==> config.mk <==
export PLATFORM = sky130hd
export DESIGN_NAME = tt_gate_array_dbnc
export DESIGN_NICKNAME = d
export VERILOG_FILES = /design/src/rtl/tt_gate_pkg.sv /design/src/rtl/tt_dbnc_ch.sv /design/src/rtl/tt_gate_array_dbnc.sv
export SDC_FILE = /design/constraint.sdc
export NUM_CORES = 1
export LEC_CHECK = 0
export CAP_MARGIN = 5
export CORE_MARGIN = 8
export CORE_UTILIZATION = 62
export CTS_CLUSTER_DIAMETER = 200
export DETAILED_ROUTE_END_ITERATION = 12
export PLACE_DENSITY = 0.95
export SLEW_MARGIN = 20
export SYNTH_ARGS = -nofsm -noshare
export SYNTH_HDL_FRONTEND = slang
export SYNTH_SLANG_ARGS = --single-unit
==> constraint.sdc <==
create_clock -name clk -period 4.6 [get_ports clk]
set_input_delay 1.38 -clock clk [delete_from_list [all_inputs] [get_ports clk]]
set_output_delay 1.38 -clock clk [all_outputs]
set_load 0.005 [all_outputs]
==> images/met1.png <==
The bar under the picture is 20 um long.
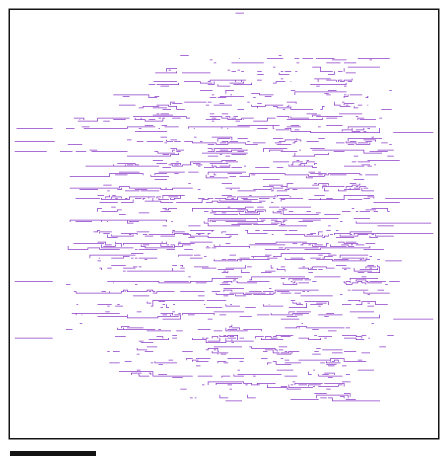
share of all routed wire: 43%
nets with wire on the layer: 455
via count: 2,895
met1 Usage GRT: 0.163
drt total wl: 7210 um

==> images/met2.png <==
The bar under the picture is 20 um long. Cells faint in the background.
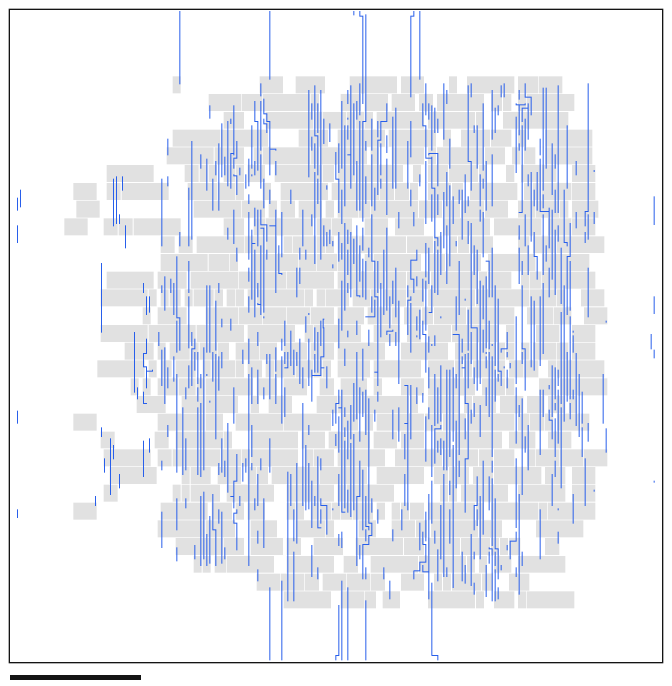
longest straight run: 29.2 um
wire length on this layer: 3,510 um
share of all routed wire: 49%
main direction: vertical
met2 usage: 0.259

==> images/met3.png <==
The bar under the picture is 20 um long. Cells faint in the background.
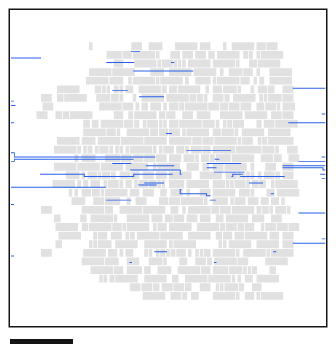
longest straight run: 44.4 um
wire length on this layer: 424 um
main direction: horizontal
met3 GRT Util: 0.0512

==> changes_impl.md <==
### Physical design

- Run status: completed
- First-pass GRT wire length: 12,300 um
- Post-Layout Cell Count: 557
- Initial DRC count: 168
- Largest delay share family, worst path: multiplexers
- Setup violators final: 0
- Chip width: 99.9 um
- # fillers: 473
- Most frequent logic cell in the layout: dfxtp_1
- Worst endpoint required time: 4900 ps
- Max FFs per register: 32
- Post-cts sizing count: 0
- GRT overflow: 0
- Dpl ws: 1160 ps
- Core Util, Final: 0.708
- Number of antenna violations at the first check in global routing: 0
- Post-layout min period: 3090 ps
- Die height: 99.9 um
- Layout cell share with drive strength beyond 1: 0.0803
- CTS tree: yes
- CTS Buf Count: 9
- Distinct lib cells: 27
- Max-cap viol count: 0
- Top cells excl fill/tap: dfxtp_1 (105), nor2_1 (74), mux2i_1 (42), clkdlybuf4s50_1 (31), nor2b_1 (28)
- Clk sinks: 105
- Post-DP HPWL: 5140 um
- GRT Total Usage: 0.153
- Die area: 9970 sq um
- Core area: 6790 sq um
- Synth Instances: 440
- Final hold vios: 0
- Area of the multi-input gates: 2030 sq um
- Critical Path Slowest Stage Cell: clkdlybuf4s50_1
- Synth Area per Inst: 9.91 sq um
- Final Worst Setup Slack: 1510 ps
- Cell depth of the worst setup path: 6
## stage by stage
stage / hold slack, ps / cell area, sq um / power [W]
3_5_place_dp: 424 / 4630 / 0.00103
6_report: 440 / 4810 / 0.00153
2_1_floorplan: 414 / 4360 / 0.00100
3_3_place_gp: 418 / 4630 / 0.00102
4_1_cts: 441 / 4810 / 0.00154
5_1_grt: 453 / 4810 / 0.00158
## metal layers
| metal | track usage | vias to the layer above | wire length [um] |
|---|---|---|---|
| met4 | 0.0885 | 0 | 188 |
| li1 | - | 1457 | - |
| met2 | 0.259 | 63 | 3510 |
| met3 | 0.0512 | 17 | 423 |
| met1 | 0.163 | 1358 | 3090 |
| met5 | 0 | - | 0 |
## where the power goes
group           total, W  leakage (nW)  internal (W)  switching (W)
clock           0.000519        0.0810      0.000203       0.000316
combinational  0.0000761         0.975     0.0000373      0.0000388
sequential      0.000930         0.851      0.000922     0.00000847
total            0.00153          1.91       0.00116       0.000363
## area by class of cell
class	instances	area share
Clock buffer	10	0.0265
Clock inverter	6	0.0107
Inverter	16	0.0125
Multi-Input combinational cell	291	0.422
Sequential cell	105	0.437
Tap cell	96	0.0250
Timing Repair Buffer	33	0.0671
## cell families (layout without fill, tap and decap cells)
logic type / count (synthesis) / in the layout / synth area share
AOI/OAI and AO/OA: 24 / 24 / 0.0448
xor gates and xnor gates: 32 / 32 / 0.0643
adders and majority gates: 16 / 16 / 0.0459
buffers and inverters: 44 / 65 / 0.0525
DFF: 105 / 105 / 0.482
muxes: 52 / 52 / 0.127
other: 1 / 1 / 0.000860
and+or+nand+nor: 166 / 166 / 0.182
## synth_stat cells (all sizes together)
library cell / number
a21oi: 2
a22oi: 8
and3b: 2
buf: 19
clkbuf: 9
conb: 1
dfxtp: 105
ha: 16
inv: 16
mux2: 8
mux2i: 44
nand2: 25
nand2b: 2
nand3: 9
nand3b: 12
nor2: 74
nor2b: 28
nor3: 12
o21a: 6
o21ai: 2
o21ba: 6
or3: 2
xnor2: 20
xor2: 12
## worst register-to-register path, stage by stage (launching register included)
cell	delay, ps
dfxtp_1	390
nand3_1	170
nor2_1	260
mux2i_1	500
mux2_2	400
a22oi_1	160
Power is estimated from default activity; no workload was simulated.
